===== src/rtl/mx_pkg.sv =====
// Shared MX INT8 definitions: block geometry, element/scale types, FSM states.
package mx_pkg;

  localparam int unsigned MX_BLOCK_SIZE  = 32;
  localparam int unsigned MX_ELEM_WIDTH  = 8;
  localparam int unsigned MX_SCALE_WIDTH = 8;

  localparam logic [MX_SCALE_WIDTH-1:0] E8M0_NAN = 8'hFF;

  typedef logic [MX_ELEM_WIDTH-1:0]  t_mx_int8;
  typedef logic [MX_SCALE_WIDTH-1:0] t_scalar;

  typedef enum logic {
    FILL = 1'b0,
    FULL = 1'b1
  } t_state;

  // Bits needed to count 0..n inclusive
  function automatic int unsigned zero_cnt_width(input int unsigned n);
    return 32'($clog2(n)) + 32'd1;
  endfunction

endpackage


===== src/rtl/mxint8_lane_zero_count.sv =====
// Combinational popcount of zero-valued lanes within one input beat.
module mxint8_lane_zero_count #(
  parameter  int unsigned LANES      = 4,
  parameter  int unsigned ELEM_WIDTH = 8,
  localparam int unsigned CNT_W      = $clog2(LANES + 1)
) (
  input  logic [LANES*ELEM_WIDTH-1:0] i_data,
  output logic [CNT_W-1:0]            o_zero_cnt_c
);

  always_comb begin
    o_zero_cnt_c = '0;
    for (int l = 0; l < int'(LANES); l++) begin
      if (i_data[l*ELEM_WIDTH +: ELEM_WIDTH] == '0) begin
        o_zero_cnt_c = o_zero_cnt_c + CNT_W'(1);
      end
    end
  end

endmodule


===== src/rtl/mxint8_block_assembler.sv =====
// Collects an MX INT8 block from a narrow beat stream and presents the whole
// block (scale, elements, zero count, NaN flag) under valid/ready.
module mxint8_block_assembler
  import mx_pkg::*;
#(
  parameter int unsigned BLOCK_SIZE  = MX_BLOCK_SIZE,
  parameter int unsigned ELEM_WIDTH  = MX_ELEM_WIDTH,
  parameter int unsigned SCALE_WIDTH = MX_SCALE_WIDTH,
  parameter int unsigned LANES       = 4
) (
  input  logic                                      clk,
  input  logic                                      rst_n,
  input  logic                                      in_valid,
  output logic                                      in_ready,
  input  logic [LANES*ELEM_WIDTH-1:0]               in_data,
  input  logic [SCALE_WIDTH-1:0]                    in_scale,
  input  logic                                      in_last,
  output logic                                      out_valid,
  input  logic                                      out_ready,
  output logic [SCALE_WIDTH-1:0]                    out_scalar,
  output logic [0:BLOCK_SIZE-1][ELEM_WIDTH-1:0]     out_elements,
  output logic [zero_cnt_width(BLOCK_SIZE)-1:0]     out_zero_num,
  output logic                                      out_is_nan,
  output logic                                      err_framing
);

  localparam int unsigned BEATS  = BLOCK_SIZE / LANES;
  localparam int unsigned BEAT_W = (BEATS > 1) ? $clog2(BEATS) : 1;
  localparam int unsigned ZW     = zero_cnt_width(BLOCK_SIZE);
  localparam int unsigned LZW    = $clog2(LANES + 1);

  localparam logic [BEAT_W-1:0] LAST_BEAT = BEAT_W'(BEATS - 1);

  t_state                                r_state,        w_state_nxt;
  logic [BEAT_W-1:0]                     r_beat_idx,     w_beat_idx_nxt;
  logic [ZW-1:0]                         r_zero_acc,     w_zero_acc_nxt;
  logic [SCALE_WIDTH-1:0]                r_scale,        w_scale_nxt;
  logic [0:BLOCK_SIZE-1][ELEM_WIDTH-1:0] r_fill,         w_fill_nxt;
  logic                                  r_out_valid,    w_out_valid_nxt;
  logic [SCALE_WIDTH-1:0]                r_out_scalar,   w_out_scalar_nxt;
  logic [0:BLOCK_SIZE-1][ELEM_WIDTH-1:0] r_out_elements, w_out_elements_nxt;
  logic [ZW-1:0]                         r_out_zero_num, w_out_zero_num_nxt;
  logic                                  r_out_is_nan,   w_out_is_nan_nxt;
  logic                                  r_err_framing,  w_err_framing_nxt;

  logic [LZW-1:0]                        w_lane_zeros;
  logic                                  w_accept;
  logic                                  w_first;
  logic                                  w_final;
  logic [SCALE_WIDTH-1:0]                w_beat_scale;
  logic [ZW-1:0]                         w_beat_zeros;
  logic [0:BLOCK_SIZE-1][ELEM_WIDTH-1:0] w_beat_elems;

  mxint8_lane_zero_count #(
    .LANES      (LANES),
    .ELEM_WIDTH (ELEM_WIDTH)
  ) u_lane_zero_count (
    .i_data       (in_data),
    .o_zero_cnt_c (w_lane_zeros)
  );

  assign in_ready     = (r_state == FILL);
  assign w_accept     = in_valid && in_ready;
  assign w_first      = (r_beat_idx == '0);
  assign w_final      = (r_beat_idx == LAST_BEAT);
  // Beat 0 starts a new block, so scale and zero count restart from this beat
  assign w_beat_scale = w_first ? in_scale : r_scale;
  assign w_beat_zeros = (w_first ? '0 : r_zero_acc) + ZW'(w_lane_zeros);

  // Next-state and next-value logic for the whole assembler
  always_comb begin
    w_state_nxt        = r_state;
    w_beat_idx_nxt     = r_beat_idx;
    w_zero_acc_nxt     = r_zero_acc;
    w_scale_nxt        = r_scale;
    w_fill_nxt         = r_fill;
    w_out_valid_nxt    = r_out_valid;
    w_out_scalar_nxt   = r_out_scalar;
    w_out_elements_nxt = r_out_elements;
    w_out_zero_num_nxt = r_out_zero_num;
    w_out_is_nan_nxt   = r_out_is_nan;
    w_err_framing_nxt  = 1'b0;

    w_beat_elems = r_fill;
    for (int b = 0; b < int'(BEATS); b++) begin
      if (r_beat_idx == BEAT_W'(b)) begin
        for (int l = 0; l < int'(LANES); l++) begin
          w_beat_elems[b*LANES + l] = in_data[l*ELEM_WIDTH +: ELEM_WIDTH];
        end
      end
    end

    case (r_state)
      FILL: begin
        if (w_accept) begin
          // Flags both an early in_last and a missing one on the final beat
          w_err_framing_nxt = in_last ^ w_final;
          if (w_final) begin
            w_state_nxt        = FULL;
            w_beat_idx_nxt     = '0;
            w_zero_acc_nxt     = '0;
            w_out_valid_nxt    = 1'b1;
            w_out_scalar_nxt   = w_beat_scale;
            w_out_elements_nxt = w_beat_elems;
            w_out_zero_num_nxt = w_beat_zeros;
            w_out_is_nan_nxt   = (w_beat_scale == SCALE_WIDTH'(E8M0_NAN));
          end else if (in_last) begin
            w_beat_idx_nxt = '0;
            w_zero_acc_nxt = '0;
          end else begin
            w_beat_idx_nxt = r_beat_idx + BEAT_W'(1);
            w_zero_acc_nxt = w_beat_zeros;
            w_scale_nxt    = w_beat_scale;
            w_fill_nxt     = w_beat_elems;
          end
        end
      end
      FULL: begin
        if (out_ready) begin
          w_state_nxt     = FILL;
          w_out_valid_nxt = 1'b0;
        end
      end
      default: w_state_nxt = FILL;
    endcase
  end

  always_ff @(posedge clk or negedge rst_n) begin
    if (!rst_n) begin
      r_state        <= FILL;
      r_beat_idx     <= '0;
      r_zero_acc     <= '0;
      r_scale        <= '0;
      r_fill         <= '0;
      r_out_valid    <= 1'b0;
      r_out_scalar   <= '0;
      r_out_elements <= '0;
      r_out_zero_num <= '0;
      r_out_is_nan   <= 1'b0;
      r_err_framing  <= 1'b0;
    end else begin
      r_state        <= w_state_nxt;
      r_beat_idx     <= w_beat_idx_nxt;
      r_zero_acc     <= w_zero_acc_nxt;
      r_scale        <= w_scale_nxt;
      r_fill         <= w_fill_nxt;
      r_out_valid    <= w_out_valid_nxt;
      r_out_scalar   <= w_out_scalar_nxt;
      r_out_elements <= w_out_elements_nxt;
      r_out_zero_num <= w_out_zero_num_nxt;
      r_out_is_nan   <= w_out_is_nan_nxt;
      r_err_framing  <= w_err_framing_nxt;
    end
  end

  assign out_valid    = r_out_valid;
  assign out_scalar   = r_out_scalar;
  assign out_elements = r_out_elements;
  assign out_zero_num = r_out_zero_num;
  assign out_is_nan   = r_out_is_nan;
  assign err_framing  = r_err_framing;

endmodule

===== config.mk =====
export PLATFORM = sky130hd
export DESIGN_NAME = mxint8_block_assembler
export DESIGN_NICKNAME = d
export VERILOG_FILES = /design/src/rtl/mx_pkg.sv /design/src/rtl/mxint8_lane_zero_count.sv /design/src/rtl/mxint8_block_assembler.sv
export SDC_FILE = /design/constraint.sdc
export NUM_CORES = 1
export LEC_CHECK = 0
export CORE_MARGIN = 5
export CORE_UTILIZATION = 49
export DETAILED_ROUTE_END_ITERATION = 6
export PLACE_DENSITY = 0.74
export REMOVE_ABC_BUFFERS = 1
export SETUP_SLACK_MARGIN = 0.4
export SYNTH_ARGS = -nofsm -noshare
export SYNTH_HDL_FRONTEND = slang
export SYNTH_SLANG_ARGS = --single-unit

===== constraint.sdc =====
create_clock -name clk -period 2.2 [get_ports clk]
set_input_delay 0.55 -clock clk [delete_from_list [all_inputs] [get_ports clk]]
set_output_delay 0.55 -clock clk [all_outputs]
set_load 0.01 [all_outputs]

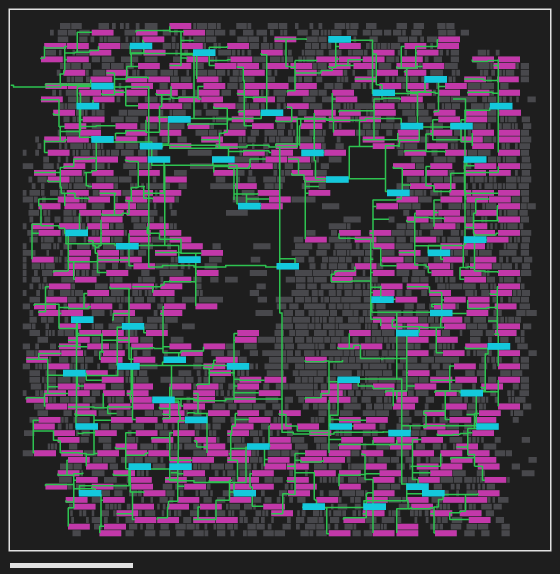
*Clock distribution, run 1*
Bar = 50 microns.
[flip-flops] magenta | count: 515
[clock-net drivers] cyan | count: 54
[clock wires] green | length: 6,010 microns
routed clock nets: 55
flops lie: all over the die

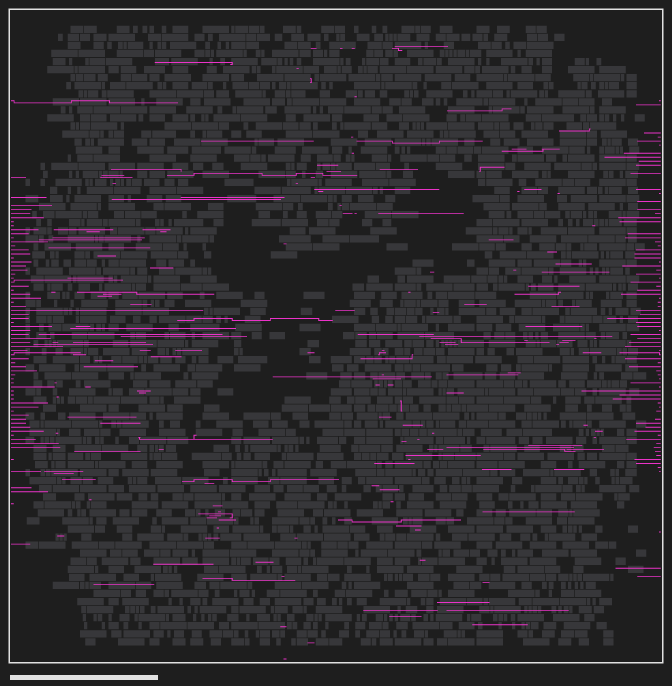
*M3 wires, run 1*
Bar = 50 microns.
main direction: horizontal
nets with wire on the layer: 250
share of all routed wire: 4.9%

==> reports/metrics.yaml, run 1 <==
yosysMostFrequentCell: "dfrtp_1"
pwr-share-clk_pct: 30.9
yosys_cells: 1811
p_int_mw: 20.9
required_ps: 2720
grt_overflow: 0
busiest_layer: "met2"
r2r_end: "r_zero_acc[2]"
antenna_left: 0
synthDistinctLibCells: 36
fin_ws_ps: -756
dpl_cell_area_sq_mm: 0.0265
reg2regPathDepth: 11
status: "finished, violations left"
slew_violations: 0
drc: 0
setup_viol: 210
violations: "negative setup slack"
clock_net_power_mw: 8.88
drv_cap: 0
yosys_area_sq_mm: 0.0216
clock_tree.buffer_depth: 3
io-pin-count: 319
crit_type: "input pin to flip-flop"
warnings: 31
hpwl_microns: 40400
die_width_microns: 220
met1Wirelength_microns: 29700
flop_area_sq_mm: 0.0129
synthMuxAreaShare_pct: 23.0
drtIter0Drc: 1246
power_leakage_nw: 16.8
cp.arrival_ps: 3480
synth.top_cell.area_share_pct: 59.6
layout_min_cycle_time_ps: 2960
pg_seq_mw: 12.9
startpoint_type: "input pin"
ff_type: "dfrtp_1"
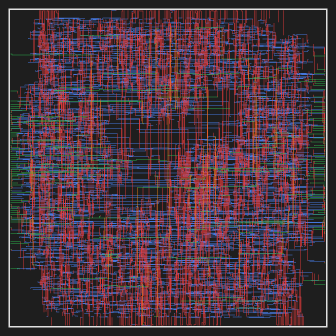
*Routed metal, one color a layer, run 1*
| layer | color | wire length |
|---|---|---|
| M4 | orange | 1,620 microns |
| M2 | red | 32.4 mm |
| M3 | green | 3,290 microns |
| M1 | blue | 29.7 mm |
GRT Util Overall: 26.9%
Post-Route WL: 67,000 microns
vias: 15,774
wire length per cell: 23.2 microns

## run 1: per-stage QoR
stage	hold slack, ps	power [mW]	cells	setup slack (ps)
after floorplan	254	16.1	1663	-6510
after global placement	457	18.5	2707	-2050
after detailed placement	463	18.8	2707	-2070
after CTS	365	28.8	2886	-596
after global routing	411	30.0	2892	-824
final	401	28.7	2892	-756
## run 1: worst min-delay path, cell delays in order
cell and delay [ps]:
buf_2 110, buf_4 180, nand2_1 70, nand2_1 40
## run 1: flip-flops by register name, indices dropped and copies added, names as in the netlist
register,count
err_framing,1
out_elements,256
out_is_nan,1
out_scalar,8
out_valid,1
out_zero_num,6
r_beat_idx,3
r_fill,224
r_scale,8
r_state,1
r_zero_acc,6
## run 1: cells in the final DEF, fill, tap and decap left out, types with 8 or more instances in the layout
| cell type | Yosys | layout |
|---|---|---|
| clkinv_2 | 0 | 8 |
| clkbuf_16 | 0 | 57 |
| dlygate4sd2_1 | 0 | 10 |
| mux2i_1 | 232 | 231 |
| nor2_4 | 0 | 9 |
| mux2_2 | 230 | 40 |
| dlymetal6s2s_1 | 0 | 106 |
| buf_16 | 0 | 20 |
| mux2_4 | 1 | 194 |
| o21ai_0 | 240 | 236 |
| buf_6 | 0 | 27 |
| clkbuf_8 | 0 | 10 |
| buf_2 | 51 | 92 |
| buf_4 | 0 | 122 |
| dfrtp_1 | 515 | 514 |
| clkbuf_1 | 80 | 18 |
| nand2_1 | 356 | 349 |
| clkdlybuf4s50_1 | 0 | 98 |
| buf_12 | 0 | 48 |
## run 1: layout make-up
type / instances / share of cell area (%)
multi-input cells: 1141 / 30.0
clock buffers: 83 / 5.22
repair buffers: 539 / 19.2
clock inverters: 15 / 0.471
well taps: 592 / 2.45
flip-flops and latches: 515 / 42.6
inverters: 7 / 0.0951
### M2 wires, run 1

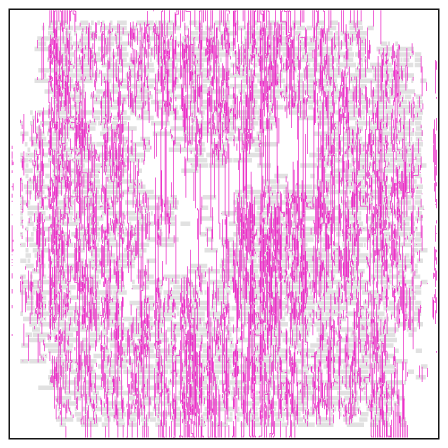

==> run 2: changes to the inputs <==
--- a/config.mk
+++ b/config.mk
@@ -6,9 +6,10 @@
 export NUM_CORES = 1
 export LEC_CHECK = 0
 export CORE_MARGIN = 5
-export CORE_UTILIZATION = 49
+export CORE_UTILIZATION = 57
 export DETAILED_ROUTE_END_ITERATION = 6
-export PLACE_DENSITY = 0.74
+export DONT_BUFFER_PORTS = 1
+export PLACE_DENSITY = 0.73
 export REMOVE_ABC_BUFFERS = 1
 export SETUP_SLACK_MARGIN = 0.4
 export SYNTH_ARGS = -nofsm -noshare
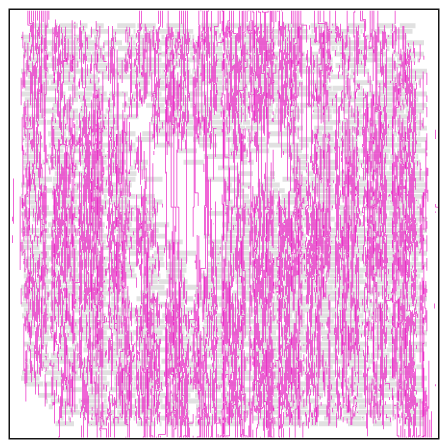
*M2 wires, run 2*
longest straight run: 78.9 microns
main direction: vertical
share of all routed wire: 48%
nets with wire on the layer: 1,831
wire length on this layer: 36.6 mm
Post-Route WL: 75,900 microns
vias: 15,725
GR met2 Demand/Resource: 45.6%

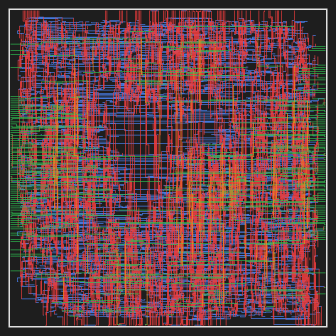
*Routed metal, one color a layer, run 2*
| layer | color | wire length |
|---|---|---|
| M2 | red | 36.6 mm |
| M1 | blue | 29.0 mm |
| M4 | orange | 2,590 microns |
| M3 | green | 7,680 microns |

==> run 2 against run 1 <==
  * The flow finishes with violations (negative hold slack, max-slew violations, negative setup slack)
  * Core utilization rose by 9.9 points
  * Via count fell by 0.31%
  * First-iteration DRC count rose by 15%
  * Wire length rose by 13%
  * Setup slack improved by 140 ps
  * Register-to-register slack improved by 50 ps
  * Clock power rose by 2%
  * Critical path type unchanged
  * Highest routed layer unchanged
==> reports/metrics.yaml, run 2 <==
status: "finished, violations left"
violations: "negative hold slack, max-slew violations, negative setup slack"
finalPower_mw: 28.4  # -0.93%
fin_ws_ps: -619  # +137 ps
slew_violations: 307  # +307
dp.cells: 2239  # -17%
drtIter0Drc: 1431  # +15%
instances_no_fill: 2507  # -13%
layout_top_cell: "dfrtp_1"
drc: 0  # unchanged
dpl_cell_area_sq_mm: 0.0226  # -15%
reg2regPathDepth: 11  # unchanged
finalHoldViolations: 215
synthDistinctLibCells: 36  # unchanged
setup_viol: 140  # -33%
holdWs_ps: -370  # -771 ps
final_cell_mix: "dfrtp_1, nand2_1, mux2i_1"
clock_tree.buffer_depth: 3  # unchanged
flop_area_sq_mm: 0.0129  # about the same
yosys_cells: 1811  # unchanged
antenna_left: 0  # unchanged
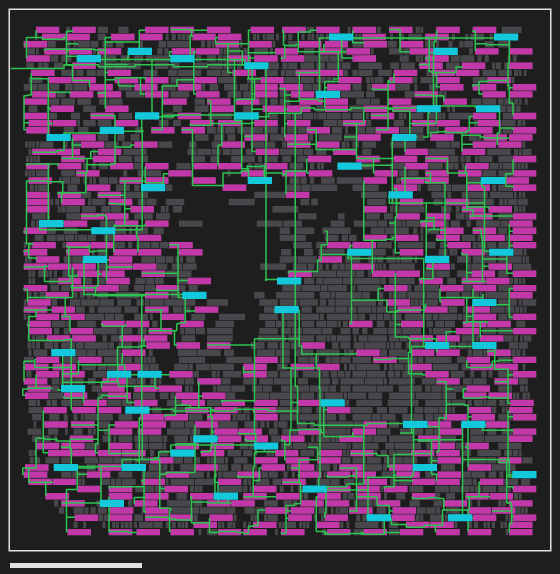
*Clock distribution, run 2*
Bar = 50 microns.
[flip-flops] magenta | count: 515
[clock-net drivers] cyan | count: 52
[clock wires] green | length: 6,200 microns
routed clock nets: 53
worst skew pair latency: 620 ps
Clk power: 9.04 mW
Clock Power Share: 31.8%
Worst Skew: 32.8 ps

## run 2: final cells by class
cell class                      instances  share of cell area, %
Sequential cell                       515                   43.5
Multi-Input combinational cell       1142                   33.3
Timing Repair Buffer                  239                   15.0
Clock buffer                           85                   5.39
Tap cell                              511                   2.16
Clock inverter                          8                  0.427
Inverter                                7                  0.118
## run 2: per-stage QoR
step	worst slack, ps	hold slack, ps	util, %	TNS [ps]
6_report	-619	-370	78.8	-12590
5_1_grt	-686	-385	78.8	-17490
4_1_cts	-380	-389	71.3	-3040
3_5_place_dp	-1400	266	60.0	-18750
3_3_place_gp	-1380	266	60.0	-15920
2_1_floorplan	-6510	254	-	-2131940
## run 2: cells by family (layout without fill, tap and decap cells)
family	Yosys count	after routing	synth area share, %
flops	515	515	59.6
mux	466	466	23.0
simple gates	399	400	7.26
compound gates	256	256	6.11
buf+inv	155	339	2.99
fa+ha+maj	13	13	0.787
xor+xnor	7	7	0.284
## run 2: timing repair
item,4_1_cts,5_1_grt
gates cloned,32,68
resized,310,373
setup buffers,43,32
hold endpoints to repair,515,515
pin swaps,23,73
setup endpoints to repair,417,447
## run 2: routing by layer
layer	global-route usage, %	up-vias
met1	39.6	8290
met2	45.6	733
met4	9.88	0
met3	10.3	181
li1	-	6521
met5	0	-
## run 2: power breakdown
part / switching (mW) / total, mW / internal, mW
Combinational: 2.32 / 5.98 / 3.66
Clock: 3.75 / 9.04 / 5.28
Sequential: 1.79 / 13.4 / 11.6
Total: 7.87 / 28.4 / 20.6
## run 2: critical path, cell delays in order
cell and delay (ps):
or4_4 560, nor2_4 170, ha_4 160, o21bai_4 110
o41a_1 190, ha_1 250, mux2_4 310, ha_4 230
a21o_1 190, a21oi_2 220, mux2i_1 260, a22o_1 170
Power figures rest on the tool's default switching activity, not on a simulated workload.
